run_1/final_placement.png
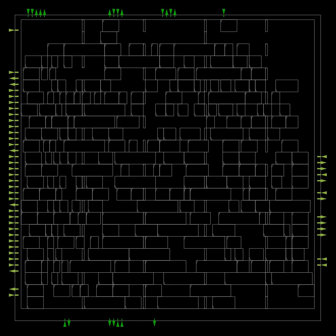
run_1/zoom.png
The bar under the picture is 10 microns long. Window x 22 to 47, y 8 to 33 microns. Cells in gray, sequential cells in the stronger gray; small squares are vias.
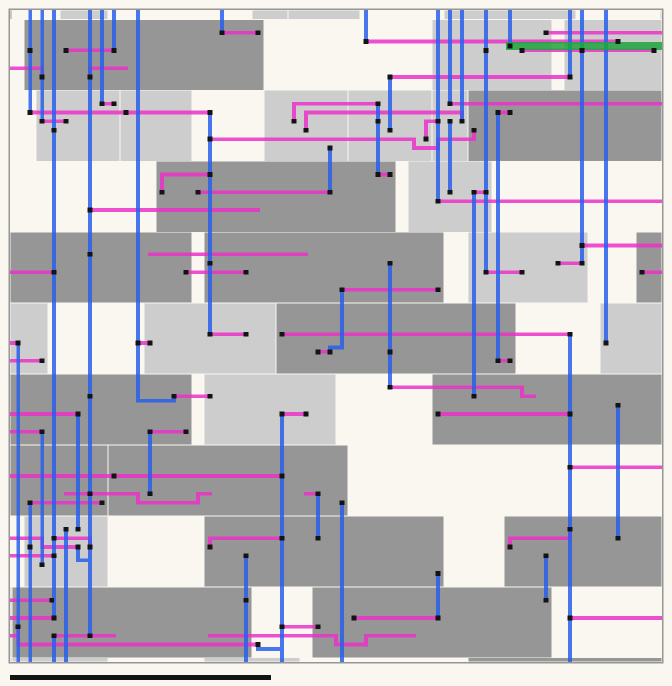
run_1/wire_density.png
14 x 14 tiles, from black (low) to pale yellow (high), scaled to the fullest tile. Values are wire area over tile area, all layers added.
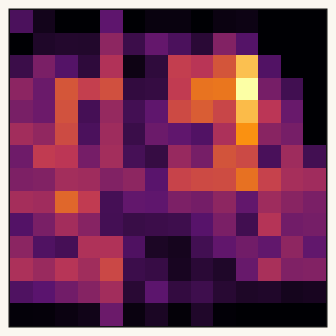
run_1/gate_families.png
The bar under the picture is 20 microns long.
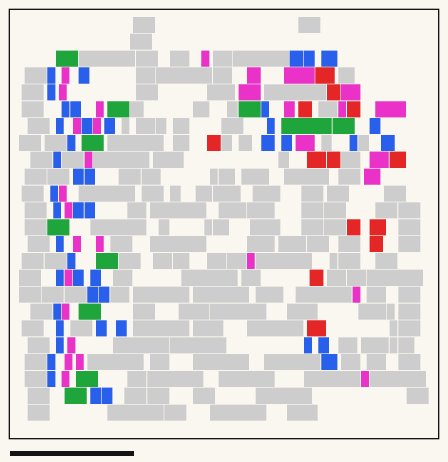
--- src/rtl/pipe_rr_sched.sv ---
// Round-robin scheduler sharing one fixed-latency external pipe among N_REQ requesters.
// Tracks the owner of each in-flight slot and steers the pipe result back to it.
module pipe_rr_sched #(
  parameter int unsigned N_REQ     = 4,
  parameter int unsigned W         = 8,
  parameter int unsigned LATENCY   = 3,
  parameter int unsigned MAX_OUTST = 2
) (
  input  logic               clk,
  input  logic               rst_n,
  input  logic [N_REQ-1:0]   req_valid_i,
  input  logic [N_REQ*W-1:0] req_data_i,
  output logic [N_REQ-1:0]   req_ready_o,
  output logic               pipe_valid_o,
  output logic [W-1:0]       pipe_d_o,
  input  logic [W-1:0]       pipe_q_i,
  output logic [N_REQ-1:0]   rsp_valid_o,
  output logic [W-1:0]       rsp_data_o
);

  localparam int unsigned PtrW = (N_REQ > 1) ? $clog2(N_REQ) : 1;
  localparam int unsigned CntW = $clog2(MAX_OUTST + 1);

  logic [PtrW-1:0]             ptr_q, ptr_d;
  logic [N_REQ-1:0][CntW-1:0]  outst_q, outst_d;
  logic [N_REQ-1:0]            elig;
  logic [N_REQ-1:0]            inc;
  logic                        xfer;
  logic [PtrW-1:0]             gnt_idx;
  logic [LATENCY:0]            tag_vld_q;
  logic [LATENCY:0][PtrW-1:0]  tag_id_q;

  // Eligibility sees only the registered count: a returning response frees
  // its credit one cycle later, keeping pipe_q off the grant path.
  always_comb begin
    for (int unsigned i = 0; i < N_REQ; i++) begin
      elig[i] = req_valid_i[i] && (outst_q[i] < CntW'(MAX_OUTST));
    end
  end

  always_comb begin
    int unsigned idx;
    idx         = 0;
    req_ready_o = '0;
    gnt_idx     = '0;
    xfer        = 1'b0;
    for (int unsigned k = 0; k < N_REQ; k++) begin
      idx = (32'(ptr_q) + k) % N_REQ;
      if (!xfer && elig[idx]) begin
        req_ready_o[idx] = 1'b1;
        gnt_idx          = PtrW'(idx);
        xfer             = 1'b1;
      end
    end
  end

  assign inc   = req_ready_o & req_valid_i;
  assign ptr_d = xfer ? PtrW'((32'(gnt_idx) + 1) % N_REQ) : ptr_q;

  always_comb begin
    rsp_valid_o = '0;
    for (int unsigned i = 0; i < N_REQ; i++) begin
      if (tag_vld_q[LATENCY] && (tag_id_q[LATENCY] == PtrW'(i))) rsp_valid_o[i] = 1'b1;
    end
  end

  assign rsp_data_o = pipe_q_i;

  always_comb begin
    for (int unsigned i = 0; i < N_REQ; i++) begin
      outst_d[i] = outst_q[i];
      if (inc[i] && !rsp_valid_o[i]) begin
        outst_d[i] = outst_q[i] + CntW'(1);
      end else if (rsp_valid_o[i] && !inc[i]) begin
        outst_d[i] = outst_q[i] - CntW'(1);
      end
    end
  end

  always_ff @(posedge clk or negedge rst_n) begin
    if (!rst_n) begin
      ptr_q        <= '0;
      outst_q      <= '0;
      tag_vld_q    <= '0;
      tag_id_q     <= '0;
      pipe_valid_o <= 1'b0;
      pipe_d_o     <= '0;
    end else begin
      ptr_q        <= ptr_d;
      outst_q      <= outst_d;
      tag_vld_q    <= {tag_vld_q[LATENCY-1:0], xfer};
      tag_id_q     <= {tag_id_q[LATENCY-1:0], gnt_idx};
      pipe_valid_o <= xfer;
      if (xfer) pipe_d_o <= req_data_i[32'(gnt_idx)*W +: W];
    end
  end

  for (genvar g = 0; g < N_REQ; g++) begin : g_cnt_chk
    assert property (@(posedge clk) disable iff (!rst_n)
      !(inc[g] && !rsp_valid_o[g] && (outst_q[g] == CntW'(MAX_OUTST))))
      else $error("outstanding counter overflow on requester %0d", g);
    assert property (@(posedge clk) disable iff (!rst_n)
      !(rsp_valid_o[g] && !inc[g] && (outst_q[g] == '0)))
      else $error("outstanding counter underflow on requester %0d", g);
  end

endmodule
--- config.mk ---
export PLATFORM = sky130hd
export DESIGN_NAME = pipe_rr_sched
export DESIGN_NICKNAME = d
export VERILOG_FILES = /design/src/rtl/pipe_rr_sched.sv
export SDC_FILE = /design/constraint.sdc
export NUM_CORES = 1
export LEC_CHECK = 0
export CAP_MARGIN = 10
export CORE_UTILIZATION = 45
export DETAILED_ROUTE_END_ITERATION = 12
export PLACE_DENSITY = 0.8
export SYNTH_ARGS = -nofsm -noshare
export SYNTH_HDL_FRONTEND = slang
export SYNTH_SLANG_ARGS = --single-unit
export TNS_END_PERCENT = 50
--- constraint.sdc ---
create_clock -name clk -period 4.2 [get_ports clk]
set_input_delay 0.84 -clock clk [delete_from_list [all_inputs] [get_ports clk]]
set_output_delay 0.84 -clock clk [all_outputs]
set_load 0.005 [all_outputs]
==> results.txt, run 1 <==
fresh numbers from the pnr run: status=finished, final reports clean, leakage power=~0.0012 uW, endpoints failing hold=0, register share after synthesis=37.11%, largest net degree at the start of global routing=35, Latency at later pin=~0.27 ns, Core ar.=roughly 4300 sq um, first-pass GRT wire length=between 7000 and 8000 microns, post-layout min period=4.099 ns, Layout area overhead=31.29%, initial antenna violation count=0, via/cell ratio=5.288, CP Capture Type=primary output, Chip Area=4768 sq um, final setup vio count=0, yosys warning tally=0, Yosys top cell area share=37.11%, critical path arrival=between 3 and 4 ns, PortBufs=roughly 54, Die H=between 60 and 70 microns, IO Count=71, Vias=1,655, Synth Register Bits=30, Crit Path Class=in2out, count of different cell masters after synthesis=46, routed len/inst=13.42 microns, DRT iter0 DRCs=81, antenna viol nets, final=0, final setup skew=0.009063 ns, number of buffers created by CTS=5, Site Rows=24, fmax=approximately 240 MHz, H-Tree Depth=2, ANT cells=0, cell with the most instances after synthesis=dfrtp_1, Tool Warnings=32, Synthesized Nets=266, CTS-repair resized insts=0, Rel. slew slack=67.27%, drt pass-1 iters=4, HPWL after detailed placement=3213 microns, reg2reg setup slack=1.09 ns, unrepaired setup endpoints after global routing=false, crit path DRT=3.36 ns, fin. max-slew vios=0, Initial Utilization=46.79%, Cells after DPL=between 300 and 400, Residual DRC=0, grt ovf=0, Net count, final=approximately 320, chip area line of the yosys report=2023 sq um, Routed Wire Length=around 4200 microns, Cell area leaders=dfrtp_1 37%, ha_1 6.8%, mux2i_1 4.9%, Syn Area/Cell=9.680 sq um, pwr dens=803.2 nW/um^2, CTS sink count=30, Setup Total Neg Slack=0 ns, startpoint types=primary input, Hold Crit Class=reg2reg, Yosys Instances=209, layout cells sized above 1=13.03%, Final Cycle Share=97.59%, CTS tree=yes, GRT Total Usage=19.08%, Netlist Area Pre-Place=slightly above 2000 sq um, GP Congestion=0.8481, post-synth top area cell=dfrtp_1, Root Driver=clkbuf_8, Worst Tran Pin Value=0.4864 ns, DIE WIDTH=approximately 69 microns, Mapped Cells=around 210, Longest Clk Path Bufs=2, dominant register cell=dfrtp_1, Post-synth EDFFs=0, Post-synth ARST share=100.0%, critical path fanouts, max=5, vias in the first global route=about 1,600, total of max-cap violations=0, Final Non-Filler Cells=313, VDD IR max=about 350 uV, clock-pin transition on the worst setup and hold timing paths=0.07 ns, most common library cells after synthesis=30 x dfrtp_1, 21 x nor2_1, 20 x nand2_1, 20 x nand3_1, 11 x ha_1
## Picture notes: final_placement.png
flop count: 30
filler instances: 405

## Picture notes: zoom.png
[green] met3
[magenta] met1
[blue] met2
netlist names of flops here include: tag_id_q (6), tag_vld_q (4), outst_q (2)
most frequent: dfrtp_1 (13), ha_1 (3)
cells with their middle in the window: 25
sequential cells in the window: 13

## Picture notes: wire_density.png
emptiest ninth of the die: bottom middle
mean over tiles: 0.14
tiles over half the peak: 14%
fullest tile: 0.51
nearly empty tiles: 12%

## Picture notes: gate_families.png
[blue] NAND gates | cells: 45 | where: widely spread
[green] multiplexers | cells: 11
[magenta] NOR gates | cells: 30 | where: widely spread
[red] AND and OR gates | cells: 13

-- run 1: sequential cells by signal (all words and copies together) (netlist names) --
| register | cells |
|---|---|
| outst_q | 8 |
| pipe_d_o | 8 |
| tag_id_q | 8 |
| tag_vld_q | 4 |
| ptr_q | 2 |
-- run 1: layout make-up --
class	instances	area, sq um	share of cell area (%)
clock inverter	2	12.51	0.4710
multi-input combinational	153	1112	41.87
timing repair buffer	62	600.6	22.61
sequential	30	750.7	28.26
clock buffer	6	82.58	3.109
tap	52	65.06	2.449
inverter	8	32.53	1.225
-- run 1: critical path, cell delays in order --
cell	delay [ns]
clkdlybuf4s50_1	0.53
or3b_2	0.47
and3_1	0.23
a211oi_4	0.35
a22o_2	0.19
a221o_1	0.13
clkdlybuf4s50_1	0.51
-- run 1: timing repair --
action                                 4_1_cts  5_1_grt
setup endpoints to repair                    0        3
hold buffers                                 0        0
endpoints found under the hold margin        0        0
buffers inserted                             0        0
-- run 1: cell usage in the layout (no fill, tap or decap), types with 8 or more instances in the layout --
| master | count |
|---|---|
| nor2_1 | 21 |
| dfrtp_1 | 30 |
| buf_4 | 8 |
| mux2i_1 | 10 |
| a32oi_1 | 8 |
| nand2_1 | 20 |
| xor2_1 | 8 |
| ha_1 | 11 |
| nand3_1 | 20 |
| clkdlybuf4s50_1 | 54 |
-- run 1: worst paths after layout --
| kind | start | endpoint | depth (start not counted) |
|---|---|---|---|
| setup / recovery | req_valid_i[0] | req_ready_o[2] | 7 |
| hold reg to reg | tag_id_q[2] | tag_id_q[4] | 0 |
| hold / removal | tag_id_q[2] | tag_id_q[4] | 0 |
| setup reg to reg | ptr_q[1] | outst_q[5] | 11 |
| max in group asynchronous | rst_n | ptr_q[1] | 2 |
| min in group asynchronous | rst_n | outst_q[3] | 2 |
-- run 1: per-stage QoR --
step	hold WS, ns	setup slack, ns	cell area, sq um	power [uW]	util [%]
after global placement	0.3324	0.1166	2561	1873	59.23
after floorplan	0.3312	1.108	2023	1514	-
after detailed placement	0.3355	0.1076	2561	1902	59.23
after CTS	0.3460	0.1038	2656	2154	61.43
final	0.3437	0.1014	2656	2134	61.43
after global routing	0.3583	0.003248	2656	2327	61.43
-- run 1: cell families after synthesis --
family | after synthesis | synth area share (%)
XOR/XNOR | 13 | 5.628
adder cells (fa/ha/maj) | 11 | 6.803
buffers and inverters | 26 | 7.916
multiplexers | 11 | 6.061
AND-OR/OR-AND | 30 | 13.67
flip-flops | 30 | 37.11
AND/OR/NAND/NOR | 88 | 22.82
-- run 1: layer usage --
metal | track usage [%] | wire (microns) | part of all wire (%) | vias to the layer above
met5 | 0 | 0 | 0 | -
met4 | 4.762 | 17 | 0.40 | 0
met3 | 6.287 | 301 | 7.2 | 2
met2 | 29.77 | 1962 | 47 | 66
met1 | 25.54 | 1918 | 46 | 751
li1 | - | - | - | 836
-- run 1: report_power, final --
part,total [uW],internal (uW),switching [uW]
logic,1350,671,682
registers,542,445,96.5
clock network,239,131,107
total,2130,1250,886
run_1/clock_map.png
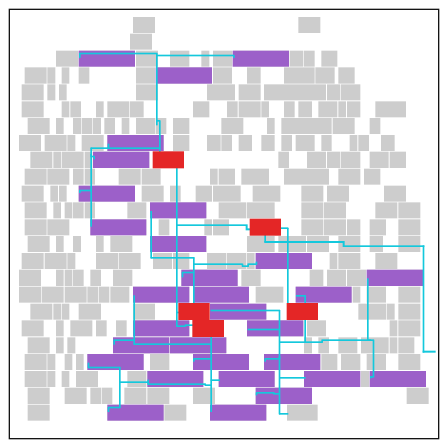

--- run 2 (diff from run 1) ---
--- a/config.mk
+++ b/config.mk
@@ -9,6 +9,8 @@
 export CORE_UTILIZATION = 45
 export DETAILED_ROUTE_END_ITERATION = 12
 export PLACE_DENSITY = 0.8
+export REMOVE_ABC_BUFFERS = 1
+export SKIP_CTS_REPAIR_TIMING = 1
 export SYNTH_ARGS = -nofsm -noshare
 export SYNTH_HDL_FRONTEND = slang
 export SYNTH_SLANG_ARGS = --single-unit
run_2/clock_map.png
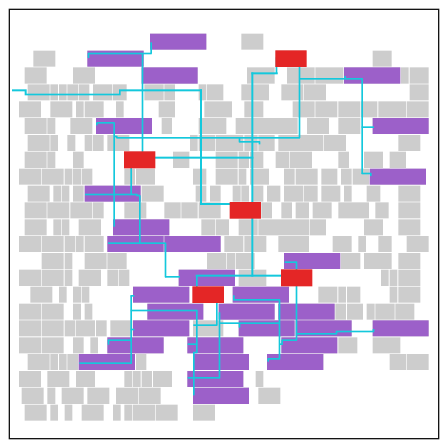
[cyan] clock wires | length: 439 microns
[purple] flip-flops | count: 30
[red] cells driving clock nets | count: 5
routed clock nets: 6

run_2/gate_families.png
The bar under the picture is 20 microns long.
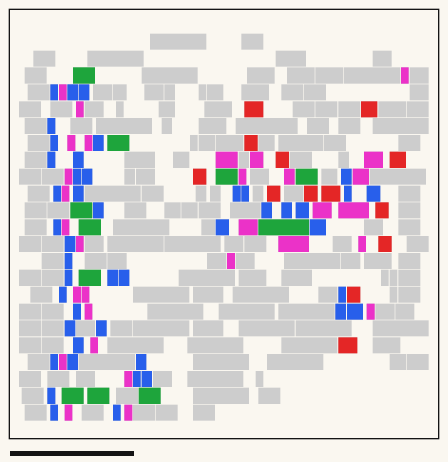
[green] multiplexers | cells: 11
[magenta] NOR gates | cells: 30
[red] AND and OR gates | cells: 13
[blue] NAND gates | cells: 45

==> run 2 against run 1 <==
Against the previous run:
- die size did not move
- clock power increased by 3%
- power rose by 0.80%
- combinational power about the same
- synthesized cell count stayed put
- setup slack better by 0.0031 ns
- non-clock buffer count is the same
- critical path type unchanged
- critical endpoint is now req_ready_o[0]
- largest cell class unchanged
- highest routed layer unchanged
==> results.txt, run 2 <==
fresh numbers from the pnr run: status=finished, final reports clean, worst hold slack=0.3482 ns (+0.004481 ns), startpoint types=primary input, most common library cells after synthesis=30 x dfrtp_1, 21 x nor2_1, 20 x nand2_1, 20 x nand3_1, 11 x ha_1, Chip Area=4768 sq um (unchanged), GP Congestion=0.8775 (+3.5%), largest net degree at the start of global routing=35 (unchanged), leakage power=0.001191 uW (unchanged), final setup skew=0.007905 ns (-0.001158 ns), Root Driver=clkbuf_8, endpoints failing hold=0 (unchanged), total of max-cap violations=0 (unchanged), Setup Total Neg Slack=0 ns (unchanged), pwr dens=809.6 nW/um^2 (+0.80%), crit path DRT=3.36 ns (about the same), cell with the most instances after synthesis=dfrtp_1, Rel. slew slack=67.03% (-0.25 points), Die H=69.05 microns (unchanged), Routed Wire Length=4336 microns (+3.2%), Syn Area/Cell=9.680 sq um (unchanged), Yosys Instances=209 (unchanged), crit-path cells=clkdlybuf4s50_1 > or3b_2 > and3_1 > a211oi_4 > a22o_2 > a221o_1 > clkdlybuf4s50_1, Residual DRC=0 (unchanged), Top cells excl fill/tap=54 x clkdlybuf4s50_1, 30 x dfrtp_1, 21 x nor2_1, initial antenna violation count=0 (unchanged), final core utilization=61.43% (unchanged), Yosys top cell area share=37.11% (unchanged), most instantiated logic cell after routing=clkdlybuf4s50_1, unrepaired setup endpoints after global routing=false, critical path fanouts, max=5 (unchanged), chip area line of the yosys report=2023 sq um (unchanged), Initial Utilization=46.79% (unchanged), post-synth top area cell=dfrtp_1, Core ar.=4324 sq um (unchanged), first-pass GRT wire length=7431 microns (+0.57%), dominant register cell=dfrtp_1, number of buffers created by CTS=5 (unchanged), Vias=1,691 (+2.2%), drt pass-1 iters=5 (+1), post-layout min period=4.096 ns (-0.003104 ns), grt ovf=0 (unchanged), antenna viol nets, final=0 (unchanged), Site Rows=24 (unchanged), PortBufs=54 (unchanged)
[run 2: cell counts in the layout (fill, tap and decap cells not counted)]
No cell type changed its count.
[run 2: worst paths after layout]
check | startpoint | end | slack [ns] | cells past startpoint
worst min register to register | tag_id_q[4] | tag_id_q[6] | 0.35 | 0
worst max-delay path | req_valid_i[0] | req_ready_o[0] | 0.10 | 7
max in group asynchronous | rst_n | tag_id_q[0] | 2.98 | 2
worst min-delay path | tag_id_q[4] | tag_id_q[6] | 0.35 | 0
worst max register to register | ptr_q[1] | outst_q[5] | 1.06 | 11
min in group asynchronous | rst_n | outst_q[3] | 0.95 | 2
[run 2: worst max-delay path: cells and delay by family]
family                 cells  cell delay, ns
and+or+nand+nor            2            0.70
buffers and inverters      2            1.03
AOI/OAI and AO/OA          3            0.68
[run 2: routing by layer]
| layer | up-vias | GRT usage (%) | routed length [microns] | share of wire, % |
|---|---|---|---|---|
| li1 | 832 | - | - | - |
| met1 | 772 | 24.24 | 1936 | 45 |
| met2 | 81 | 31.39 | 1965 | 45 |
| met3 | 6 | 7.456 | 384 | 8.9 |
| met4 | 0 | 5.442 | 51 | 1.2 |
| met5 | - | 0 | 0 | 0 |
[run 2: final cells by class]
type | instances | area (sq um)
Fill cell | 376 | 1668
Multi-Input combinational cell | 153 | 1112
Sequential cell | 30 | 750.7
Timing Repair Buffer | 62 | 600.6
Clock buffer | 6 | 82.58
Tap cell | 52 | 65.06
Inverter | 8 | 32.53
Clock inverter | 2 | 12.51
[run 2: through the flow]
| step | power, uW | instance area, sq um |
|---|---|---|
| CTS | 2169 | 2656 |
| finish | 2151 | 2656 |
| global route | 2329 | 2656 |
| floorplan | 1433 | 1896 |
| detailed placement | 1914 | 2561 |
| global placement | 1872 | 2561 |
[run 2: cell families after synthesis]
logic type / synth area share [%]
compound gates: 13.67
xor+xnor: 5.628
fa+ha+maj: 6.803
buf+inv: 7.916
simple gates: 22.82
mux: 6.061
flops: 37.11
[run 2: where the power goes]
group | internal [uW] | switching, uW | leakage (uW)
Combinational | 670 | 689 | 0.000789
Sequential | 446 | 100 | 0.000354
Clock | 132 | 114 | 0.0000472
Total | 1250 | 903 | 0.00119
No activity file was given, so power comes from the tool's default toggle rates.
